Run 1, clock routing:
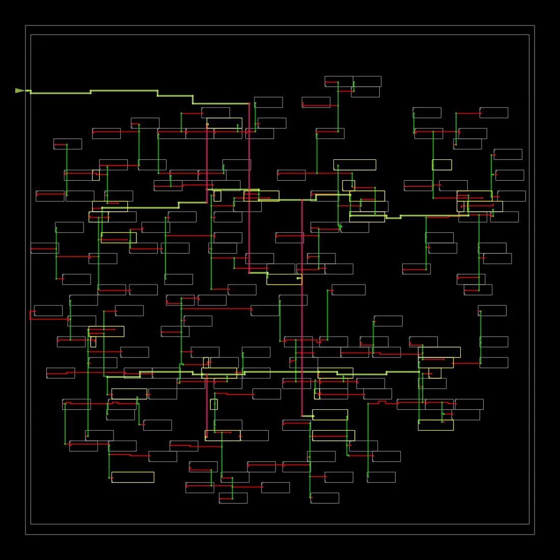
Run 1, metal 2:
(3 px per um) Cells faint in the background.
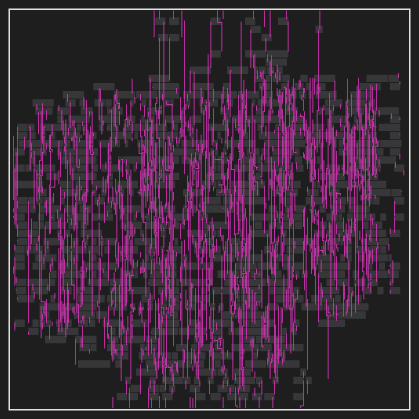
Run 1, placed cells, one color a class:
(3 px per um) Fill, decap, tap and diode cells in gray.
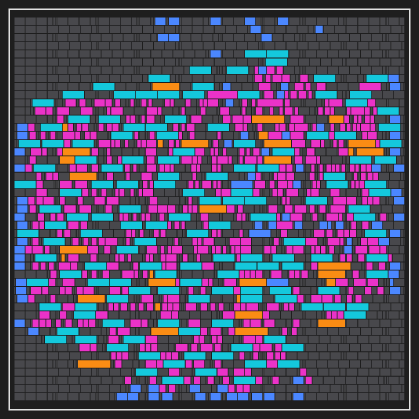
Run 1, clock distribution:
(4 px per um)
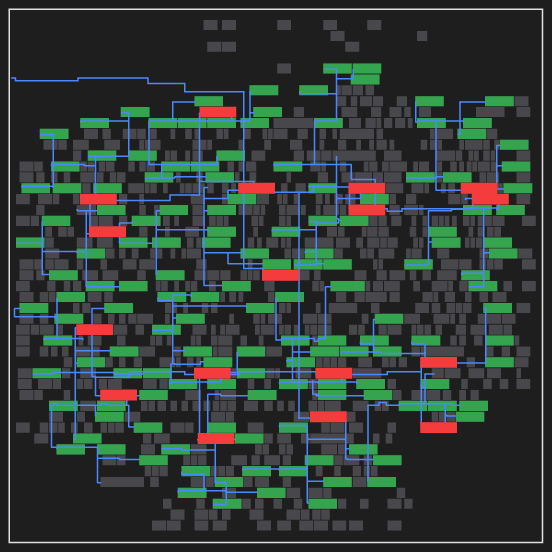
### config.mk
export PLATFORM = sky130hd
export DESIGN_NAME = mem_store_writer_flat
export DESIGN_NICKNAME = d
export VERILOG_FILES = /design/src/rtl/mem_store_writer_pkg.sv /design/src/rtl/mem_store_writer_if.sv /design/src/rtl/mem_store_writer_fifo.sv /design/src/rtl/mem_store_writer.sv /design/src/flat_wrapper.sv
export SDC_FILE = /design/constraint.sdc
export NUM_CORES = 1
export LEC_CHECK = 0
export CORE_UTILIZATION = 40
export DETAILED_ROUTE_END_ITERATION = 16
export PLACE_DENSITY = 0.66
export RECOVER_POWER = 25
export SLEW_MARGIN = 20
export SYNTH_ARGS = -nofsm -noshare
export SYNTH_HDL_FRONTEND = slang
export SYNTH_HIERARCHICAL = 1
export SYNTH_SLANG_ARGS = --single-unit
### constraint.sdc
create_clock -name clk -period 2.15 [get_ports clk]
set_input_delay 0.3225 -clock clk [delete_from_list [all_inputs] [get_ports clk]]
set_output_delay 0.3225 -clock clk [all_outputs]
set_load 0.02 [all_outputs]
### src/rtl/mem_store_writer_pkg.sv
// Shared types and helpers for the byte-scatter store writer: size codes,
// FSM states, legality and big-endian lane selection.
package mem_store_writer_pkg;

   localparam int unsigned CPU_WIDTH = 32;
   localparam int unsigned CPU_BYTE  = 8;

   typedef enum logic [1:0] {
      STORE_B = 2'b00,
      STORE_H = 2'b01,
      STORE_W = 2'b10,
      STORE_X = 2'b11
   } store_size_e;

   typedef enum logic [1:0] {
      ST_IDLE  = 2'd0,
      ST_CHECK = 2'd1,
      ST_WRITE = 2'd2
   } state_e;

   function automatic logic store_legal(store_size_e size, logic [1:0] addr_lo);
      case (size)
         STORE_B: return 1'b1;
         STORE_H: return ~addr_lo[0];
         STORE_W: return (addr_lo == 2'b00);
         default: return 1'b0;
      endcase
   endfunction

   // Index of the final byte of a store (byte count minus one).
   function automatic logic [1:0] store_last(store_size_e size);
      case (size)
         STORE_B: return 2'd0;
         STORE_H: return 2'd1;
         default: return 2'd3;
      endcase
   endfunction

   // Byte k of a right-aligned store, most significant byte first.
   function automatic logic [CPU_BYTE-1:0] store_lane(logic [CPU_WIDTH-1:0] data,
                                                      logic [1:0] last,
                                                      logic [1:0] k);
      logic [4:0]           shift;
      logic [CPU_WIDTH-1:0] shifted;
      shift   = {last - k, 3'b000};
      shifted = data >> shift;
      return shifted[CPU_BYTE-1:0];
   endfunction

endpackage

### src/rtl/mem_store_writer_if.sv
// Store-request handshake plus byte-wide memory write port of the store writer.
interface mem_store_writer_if #(
   parameter int unsigned ADDR_W = 6
);
   import mem_store_writer_pkg::*;

   logic                  req_valid;
   logic                  req_ready;
   logic [ADDR_W-1:0]     req_addr;
   logic [CPU_WIDTH-1:0]  req_data;
   logic [1:0]            req_size;
   logic                  mem_we;
   logic [ADDR_W-1:0]     mem_addr;
   logic [CPU_BYTE-1:0]   mem_wdata;
   logic                  done;
   logic                  err;
   logic                  busy;

   modport master (
      output req_valid, req_addr, req_data, req_size,
      input  req_ready, mem_we, mem_addr, mem_wdata, done, err, busy
   );

   modport slave (
      input  req_valid, req_addr, req_data, req_size,
      output req_ready, mem_we, mem_addr, mem_wdata, done, err, busy
   );

endinterface

### src/rtl/mem_store_writer_fifo.sv
// Synchronous request queue holding packed {addr, data, size} store entries.
module store_req_fifo #(
   parameter int unsigned WIDTH = 40,
   parameter int unsigned DEPTH = 2,
   parameter int unsigned CNT_W = $clog2(DEPTH + 1)
) (
   input  logic             clk,
   input  logic             rst,
   input  logic             push,
   input  logic             pop,
   input  logic [WIDTH-1:0] wdata,
   output logic [WIDTH-1:0] rdata,
   output logic             full,
   output logic             empty,
   output logic [CNT_W-1:0] count
);
   localparam int unsigned PTR_W = (DEPTH > 1) ? $clog2(DEPTH) : 1;

   logic [WIDTH-1:0] mem_q [DEPTH];
   logic [WIDTH-1:0] mem_d [DEPTH];
   logic [PTR_W-1:0] wr_ptr_q, wr_ptr_d, rd_ptr_q, rd_ptr_d;
   logic [CNT_W-1:0] count_q, count_d;
   logic             push_ok, pop_ok;

   assign full    = (count_q == CNT_W'(DEPTH));
   assign empty   = (count_q == '0);
   assign count   = count_q;
   assign rdata   = mem_q[rd_ptr_q];
   assign push_ok = push & ~full;
   assign pop_ok  = pop & ~empty;

   always_comb begin
      mem_d    = mem_q;
      wr_ptr_d = wr_ptr_q;
      rd_ptr_d = rd_ptr_q;
      count_d  = count_q;
      if (push_ok) begin
         mem_d[wr_ptr_q] = wdata;
         wr_ptr_d = (wr_ptr_q == PTR_W'(DEPTH - 1)) ? '0 : wr_ptr_q + 1'b1;
      end
      if (pop_ok)
         rd_ptr_d = (rd_ptr_q == PTR_W'(DEPTH - 1)) ? '0 : rd_ptr_q + 1'b1;
      case ({push_ok, pop_ok})
         2'b10:   count_d = count_q + 1'b1;
         2'b01:   count_d = count_q - 1'b1;
         default: count_d = count_q;
      endcase
   end

   always_ff @(posedge clk) begin
      if (rst) begin
         for (int unsigned i = 0; i < DEPTH; i++) mem_q[i] <= '0;
         wr_ptr_q <= '0;
         rd_ptr_q <= '0;
         count_q  <= '0;
      end else begin
         mem_q    <= mem_d;
         wr_ptr_q <= wr_ptr_d;
         rd_ptr_q <= rd_ptr_d;
         count_q  <= count_d;
      end
   end

endmodule

### src/rtl/mem_store_writer.sv
// Queues store requests and scatters each into a byte-wide data memory,
// one byte per cycle, big-endian, with registered write-port outputs.
module mem_store_writer
   import mem_store_writer_pkg::*;
#(
   parameter int unsigned ADDR_W      = 6,
   parameter int unsigned QUEUE_DEPTH = 2
) (
   input  logic                clk,
   input  logic                rst,
   mem_store_writer_if.slave   bus
);
   localparam int unsigned ENTRY_W = ADDR_W + CPU_WIDTH + 2;
   localparam int unsigned CNT_W   = $clog2(QUEUE_DEPTH + 1);

   logic                 push, pop, full, empty, more_after_pop;
   logic [CNT_W-1:0]     count;
   logic [ENTRY_W-1:0]   head;
   logic [ADDR_W-1:0]    head_addr;
   logic [CPU_WIDTH-1:0] head_data;
   store_size_e          head_size;
   logic [1:0]           head_last, cnt_nxt;

   state_e               state_q, state_d;
   logic [1:0]           cnt_q, cnt_d, last_q, last_d;
   logic [ADDR_W-1:0]    addr_q, addr_d;
   logic [CPU_WIDTH-1:0] data_q, data_d;
   logic                 mem_we_q, mem_we_d, done_q, done_d, err_q, err_d;
   logic [ADDR_W-1:0]    mem_addr_q, mem_addr_d;
   logic [CPU_BYTE-1:0]  mem_wdata_q, mem_wdata_d;

   assign push = bus.req_valid & ~full;

   store_req_fifo #(
      .WIDTH (ENTRY_W),
      .DEPTH (QUEUE_DEPTH),
      .CNT_W (CNT_W)
   ) u_fifo (
      .clk   (clk),
      .rst   (rst),
      .push  (push),
      .pop   (pop),
      .wdata ({bus.req_addr, bus.req_data, bus.req_size}),
      .rdata (head),
      .full  (full),
      .empty (empty),
      .count (count)
   );

   assign head_addr      = head[ENTRY_W-1 -: ADDR_W];
   assign head_data      = head[2 +: CPU_WIDTH];
   assign head_size      = store_size_e'(head[1:0]);
   assign head_last      = store_last(head_size);
   assign cnt_nxt        = cnt_q + 1'b1;
   // After the CHECK pop the queue is still occupied if it held two or a push lands now.
   assign more_after_pop = (count > CNT_W'(1)) | push;

   // Outputs are registered: each state computes what the port shows next cycle.
   always_comb begin
      state_d     = state_q;
      cnt_d       = cnt_q;
      last_d      = last_q;
      addr_d      = addr_q;
      data_d      = data_q;
      pop         = 1'b0;
      mem_we_d    = 1'b0;
      mem_addr_d  = '0;
      mem_wdata_d = '0;
      done_d      = 1'b0;
      err_d       = 1'b0;
      case (state_q)
         ST_IDLE: begin
            if (!empty || push) state_d = ST_CHECK;
         end
         ST_CHECK: begin
            pop = 1'b1;
            if (store_legal(head_size, head_addr[1:0])) begin
               state_d     = ST_WRITE;
               addr_d      = head_addr;
               data_d      = head_data;
               last_d      = head_last;
               cnt_d       = 2'd0;
               mem_we_d    = 1'b1;
               mem_addr_d  = head_addr;
               mem_wdata_d = store_lane(head_data, head_last, 2'd0);
               done_d      = (head_last == 2'd0);
            end else begin
               err_d   = 1'b1;
               state_d = more_after_pop ? ST_CHECK : ST_IDLE;
            end
         end
         ST_WRITE: begin
            if (cnt_q == last_q) begin
               state_d = (!empty || push) ? ST_CHECK : ST_IDLE;
            end else begin
               cnt_d       = cnt_nxt;
               mem_we_d    = 1'b1;
               mem_addr_d  = addr_q + ADDR_W'(cnt_nxt);
               mem_wdata_d = store_lane(data_q, last_q, cnt_nxt);
               done_d      = (cnt_nxt == last_q);
            end
         end
         default: state_d = ST_IDLE;
      endcase
   end

   always_ff @(posedge clk) begin
      if (rst) begin
         state_q     <= ST_IDLE;
         cnt_q       <= '0;
         last_q      <= '0;
         addr_q      <= '0;
         data_q      <= '0;
         mem_we_q    <= 1'b0;
         mem_addr_q  <= '0;
         mem_wdata_q <= '0;
         done_q      <= 1'b0;
         err_q       <= 1'b0;
      end else begin
         state_q     <= state_d;
         cnt_q       <= cnt_d;
         last_q      <= last_d;
         addr_q      <= addr_d;
         data_q      <= data_d;
         mem_we_q    <= mem_we_d;
         mem_addr_q  <= mem_addr_d;
         mem_wdata_q <= mem_wdata_d;
         done_q      <= done_d;
         err_q       <= err_d;
      end
   end

   assign bus.req_ready = ~full;
   assign bus.mem_we    = mem_we_q;
   assign bus.mem_addr  = mem_addr_q;
   assign bus.mem_wdata = mem_wdata_q;
   assign bus.done      = done_q;
   assign bus.err       = err_q;
   assign bus.busy      = ~empty | (state_q != ST_IDLE);

endmodule

### src/flat_wrapper.sv
// flat-port wrapper written by rule: the top's interface ports become plain ports
module mem_store_writer_flat import mem_store_writer_pkg::*;
#(
   parameter int unsigned ADDR_W      = 6,
   parameter int unsigned QUEUE_DEPTH = 2
)
  (clk, rst, bus_req_valid, bus_req_addr, bus_req_data, bus_req_size, bus_req_ready, bus_mem_we, bus_mem_addr, bus_mem_wdata, bus_done, bus_err, bus_busy);
  mem_store_writer_if #(.ADDR_W(ADDR_W)) bus_i ();
  input  logic clk;
  input  logic rst;
  input wire logic [$bits(bus_i.req_valid)-1:0] bus_req_valid;
  input wire logic [$bits(bus_i.req_addr)-1:0] bus_req_addr;
  input wire logic [$bits(bus_i.req_data)-1:0] bus_req_data;
  input wire logic [$bits(bus_i.req_size)-1:0] bus_req_size;
  output wire logic [$bits(bus_i.req_ready)-1:0] bus_req_ready;
  output wire logic [$bits(bus_i.mem_we)-1:0] bus_mem_we;
  output wire logic [$bits(bus_i.mem_addr)-1:0] bus_mem_addr;
  output wire logic [$bits(bus_i.mem_wdata)-1:0] bus_mem_wdata;
  output wire logic [$bits(bus_i.done)-1:0] bus_done;
  output wire logic [$bits(bus_i.err)-1:0] bus_err;
  output wire logic [$bits(bus_i.busy)-1:0] bus_busy;
  assign bus_i.req_valid = bus_req_valid;
  assign bus_i.req_addr = bus_req_addr;
  assign bus_i.req_data = bus_req_data;
  assign bus_i.req_size = bus_req_size;
  assign bus_req_ready = bus_i.req_ready;
  assign bus_mem_we = bus_i.mem_we;
  assign bus_mem_addr = bus_i.mem_addr;
  assign bus_mem_wdata = bus_i.mem_wdata;
  assign bus_done = bus_i.done;
  assign bus_err = bus_i.err;
  assign bus_busy = bus_i.busy;
  mem_store_writer #(.ADDR_W(ADDR_W), .QUEUE_DEPTH(QUEUE_DEPTH)) u_core (.clk(clk), .rst(rst), .bus(bus_i));
endmodule
==> results.json, run 1 <==
{
  "hold_depth": 2,
  "crit_path_end": "u_core/state_q[1]",
  "flop_cell": "dfxtp_1",
  "drive_above_1_share_pct": 12.2,
  "start_kind": "flip-flop",
  "synth-seq-cells": 145,
  "lay_top_cells": "144 x dfxtp_1, 96 x nand2_1, 93 x o21ai_0",
  "rsz0062_at_grt": "no",
  "status": "completed",
  "async_flop_share_pct": 0,
  "max_stage_delay_ns": 0.49,
  "grt_pass1_wl_um": 26700,
  "port_buffers": 61,
  "comb-power_uw": 2550,
  "powerDensity_mw_per_mm2": 1070,
  "chip_area_mm2": 0.0177,
  "cp_num_cells": 5,
  "critPathArrivalTime_ns": 2.39,
  "yosysTopAreaCellShare_pct": 42.3,
  "finalCritPeriodShare_pct": 95.0,
  "slew_violations": 0,
  "p_int_uw": 6100,
  "final_common_cell": "dfxtp_1",
  "antennaDiodeCount": 0,
  "die_h_um": 133,
  "dp.cells": 1019,
  "holdBufCountCts": 0,
  "wire_per_inst_um": 15.6,
  "overflow": 0,
  "synth.distinct_cells": 43,
  "path_buffers": 0,
  "aoi_share_pct": 13.9
}
Notes on 'clock routing' above:
clock buffer count: 22
cts bufs inserted: 17
Flops: 145
power in the clock group: 3120 uW
clk_lat worst skew: 0.42 ns

Notes on 'metal 2' above:
The wires run mostly vertical. The layer holds 50% of the routed length.
Post-Route WL: 16400 um
M2 GR Usage: 32.9%

Notes on 'placed cells, one color a class' above:
Orange marks clock drivers and dummy loads, cells 32, share of their area 7.7%. Blue marks other buffers and delay cells, cells 86, share of their area 10%. Cyan marks flops, cells 145, share of their area 36%. Magenta marks all other logic, cells 568, share of their area 46%.
FP Rows: 47
fin util: 49.9%
Core ar.: 0.0166 mm^2
Final Cell Area: 0.00830 mm^2
flop share of the area: 35.0%

Notes on 'clock distribution' above:
Green marks flip-flops, count 145. Blue marks clock wires, length 1840 um. Red marks cells driving clock nets, count 17.
There are 18 routed clock nets. Position of the flops: widely spread.
clock skew: 0.00599 ns
clock share of power: 35.0%

[run 1: metal layers]
metal | GRT usage, % | share of wire (%)
met5 | 0 | 0
met1 | 24.2 | 45
met2 | 32.9 | 50
met3 | 4.14 | 3.4
met4 | 5.56 | 1.2
[run 1: worst register-to-register path: stages (launching register included)]
cell and delay, ns:
dfxtp_4 0.38, mux2_2 0.36, or3_4 0.40, a21o_1 0.18, or4_1 0.49, a21oi_1 0.16
[run 1: sequential cells by signal, indices dropped and copies added, names as in the netlist]
name,cells
u_core/u_fifo/mem_q,80
u_core/bus.mem_addr,6
u_core/addr_q,6
u_core/u_fifo/wr_ptr_q,1
u_core/bus.err,1
u_core/bus.mem_we,1
u_core/u_fifo/count,2
u_core/state_q,2
u_core/u_fifo/rd_ptr_q,1
u_core/bus.done,1
u_core/bus.mem_wdata,8
u_core/cnt_q,2
u_core/data_q,32
u_core/last_q,2
[run 1: cell usage after synthesis (2+ instances only)]
library cell and number:
or4_1 2, a21oi_1 50, buf_12 4, inv_1 13, nor3_1 4, nand3_1 14, nor2_1 11, a31oi_1 2
mux2i_1 57, o21ai_1 2, xnor2_1 6, o21ai_0 93, ha_1 8, clkbuf_1 41, nand2b_1 84, buf_2 8
nor3b_1 4, dfxtp_1 145, mux2_2 40, o211ai_1 8, nor2b_1 42, a32oi_1 7, o21a_1 4, a21o_1 2
or3_1 2, nand2_1 96, xor2_1 3
[run 1: area by class of cell]
| cell class | instances | area (um^2) | share of cell area (%) |
|---|---|---|---|
| Multi-Input combinational cell | 555 | 3630 | 43.7 |
| Sequential cell | 145 | 2910 | 35.0 |
| Timing Repair Buffer | 86 | 820 | 9.87 |
| Clock buffer | 22 | 464 | 5.59 |
| Tap cell | 220 | 275 | 3.32 |
| Clock inverter | 10 | 158 | 1.90 |
| Inverter | 13 | 48.8 | 0.588 |
Run 1, I/O pins on the die edge:
(2 px per um) Pins as bars across the die edge, other pins in gray.
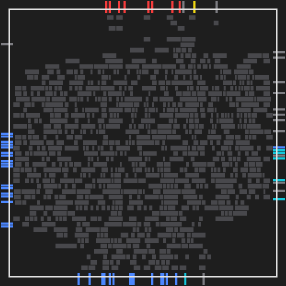

==> run 2: changes to the inputs <==
ABC_CLOCK_PERIOD_IN_PS = 2150   (was unset)
RECOVER_POWER = 50   (was 25)
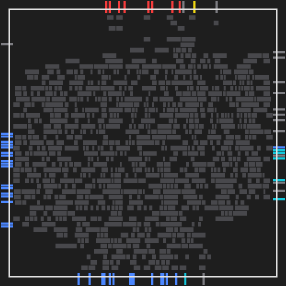
Run 2: I/O pins on the die edge
(2 px per um) Pins as bars across the die edge, other pins in gray.
Blue marks bus_req_data, pins 32, direction input, edge 17 west, 14 south, 1 east. Cyan marks bus_req_addr, pins 6, direction input, edge 5 east, 1 south. Red marks bus_mem_wdata, pins 8, direction output, edge north. Yellow marks bus_done, pins 1, direction output, edge north.
die x size: 133 um
IO buf count: 61
Die Y-Extent: 133 um

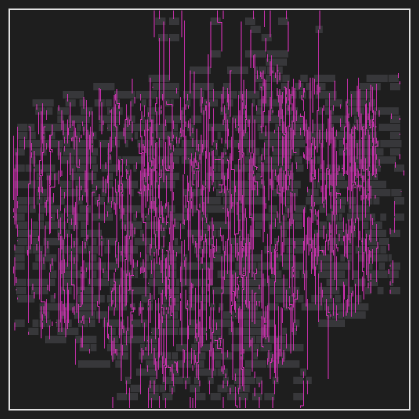
Run 2: metal 2
(3 px per um) Cells faint in the background.
via count: 5326
Post-Route WL: 16400 um

==> results.json, run 2 <==
{
  "overflow": 0,
  "async_flop_share_pct": 0,
  "largest_reg_flops": 80,
  "worst_pin_slew_ns": 0.761,
  "lay_top_cells": "144 x dfxtp_1, 96 x nand2_1, 94 x o21ai_0",
  "hp-class": "in2reg",
  "worstPathRequired_ns": 2.50,
  "status": "completed",
  "largest-register": "u_core/u_fifo/mem_q",
  "final_common_cell": "dfxtp_1",
  "p_total_uw": 8900,
  "ant_nets": 0,
  "rsz0062_at_grt": "no",
  "vdd_drop_max_v": 0.000825,
  "finalNetCount": 870,
  "flop_cell": "dfxtp_1",
  "slew_violations": 0,
  "hold_violations": 0,
  "grt_usage_pct": 19.2,
  "core_mm2": 0.0166,
  "design_area_mm2": 0.00829,
  "ys_top_cells_by_count": "145 x dfxtp_1, 96 x nand2_1, 93 x o21ai_0, 84 x nand2b_1, 57 x mux2i_1",
  "syn_area_mm2": 0.00686,
  "drive_above_1_share_pct": 12.2,
  "crit_path_end": "u_core/state_q[1]",
  "top_cell": "dfxtp_1",
  "hold_depth": 2,
  "synth.distinct_cells": 43,
  "start_kind": "flip-flop",
  "synth-seq-cells": 145,
  "antennaDiodeCount": 0,
  "cts_made_buffers": 17,
  "yosysTopAreaCellShare_pct": 42.3,
  "holdBufCountCts": 0,
  "finalSetupTns_ns": 0,
  "clk_latency_ns": 0.42,
  "finalCritPeriodShare_pct": 95.0,
  "row_count": 47,
  "yosysChipArea_mm2": 0.00686,
  "grt_pass1_wl_um": 26700,
  "chip_area_mm2": 0.0177,
  "fmax_ghz": 0.490,
  "wire_per_inst_um": 15.6
}
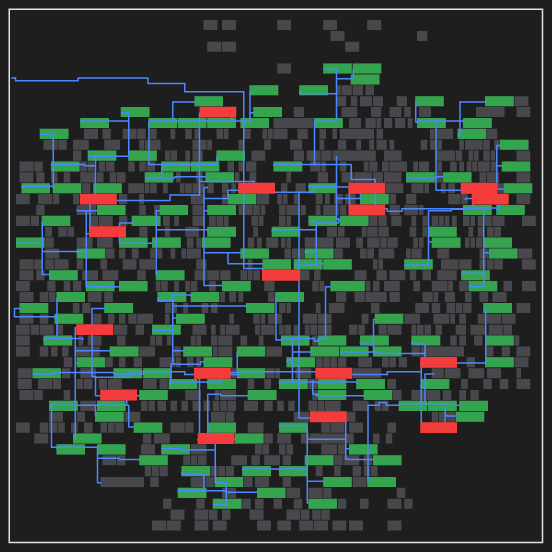
Run 2: clock distribution
(4 px per um)
Red marks cells driving clock nets, count 17. Blue marks clock wires, length 1840 um. Green marks flip-flops, count 145.
Position of the flops: widely spread.
clock skew: 0.00598 ns

run 2: metrics by stage:
step / hold slack, ns / std cells / utilization (%)
after floorplan: 0.432 / 768 / -
after global placement: 0.444 / 1019 / 46.2
after detailed placement: 0.448 / 1019 / 46.2
after CTS: 0.173 / 1051 / 49.9
after global routing: 0.183 / 1051 / 49.8
final: 0.187 / 1051 / 49.8
run 2: cell families (layout without fill, tap and decap cells):
group | count (synthesis) | in the layout | share of synthesized area [%]
flops | 145 | 145 | 42.3
buf+inv | 68 | 131 | 4.92
fa+ha+maj | 9 | 9 | 1.75
simple gates | 264 | 264 | 20.3
mux | 97 | 97 | 14.9
compound gates | 174 | 174 | 13.9
xor+xnor | 11 | 11 | 1.90
run 2: cell type report:
class,instances,area (um^2)
Clock inverter,10,158
Sequential cell,145,2910
Tap cell,220,275
Inverter,13,48.8
Timing Repair Buffer,86,808
Clock buffer,22,464
Fill cell,1580,8350
Multi-Input combinational cell,555,3630
run 2: layer usage:
metal / wire, um / up-vias / global-route usage, %
met5: 0 / - / 0
met4: 199 / 0 / 5.56
met3: 530 / 13 / 4.14
met2: 8270 / 86 / 32.9
met1: 7380 / 2509 / 24.2
li1: - / 2718 / -
run 2: what timing repair did:
action	4_1_cts	5_1_grt
pin swaps	0	0
endpoints found under the setup margin	1	2
resized	1	2
endpoints found under the hold margin	0	0
run 2: report_power, final:
group          total, uW  leakage, uW  switching (uW)  internal, uW
combinational       2540      0.00151            1500          1040
clock               3120     0.000308            1120          2000
sequential          3250      0.00118             199          3050
total               8900      0.00299            2820          6090
run 2: worst max-delay path: stages (launching register included):
cell and delay [ns]:
dfxtp_4 0.38, mux2_2 0.36, or3_4 0.40, a21o_1 0.18, or4_1 0.49, a21oi_1 0.16
No activity file was given, so power comes from the tool's default toggle rates.
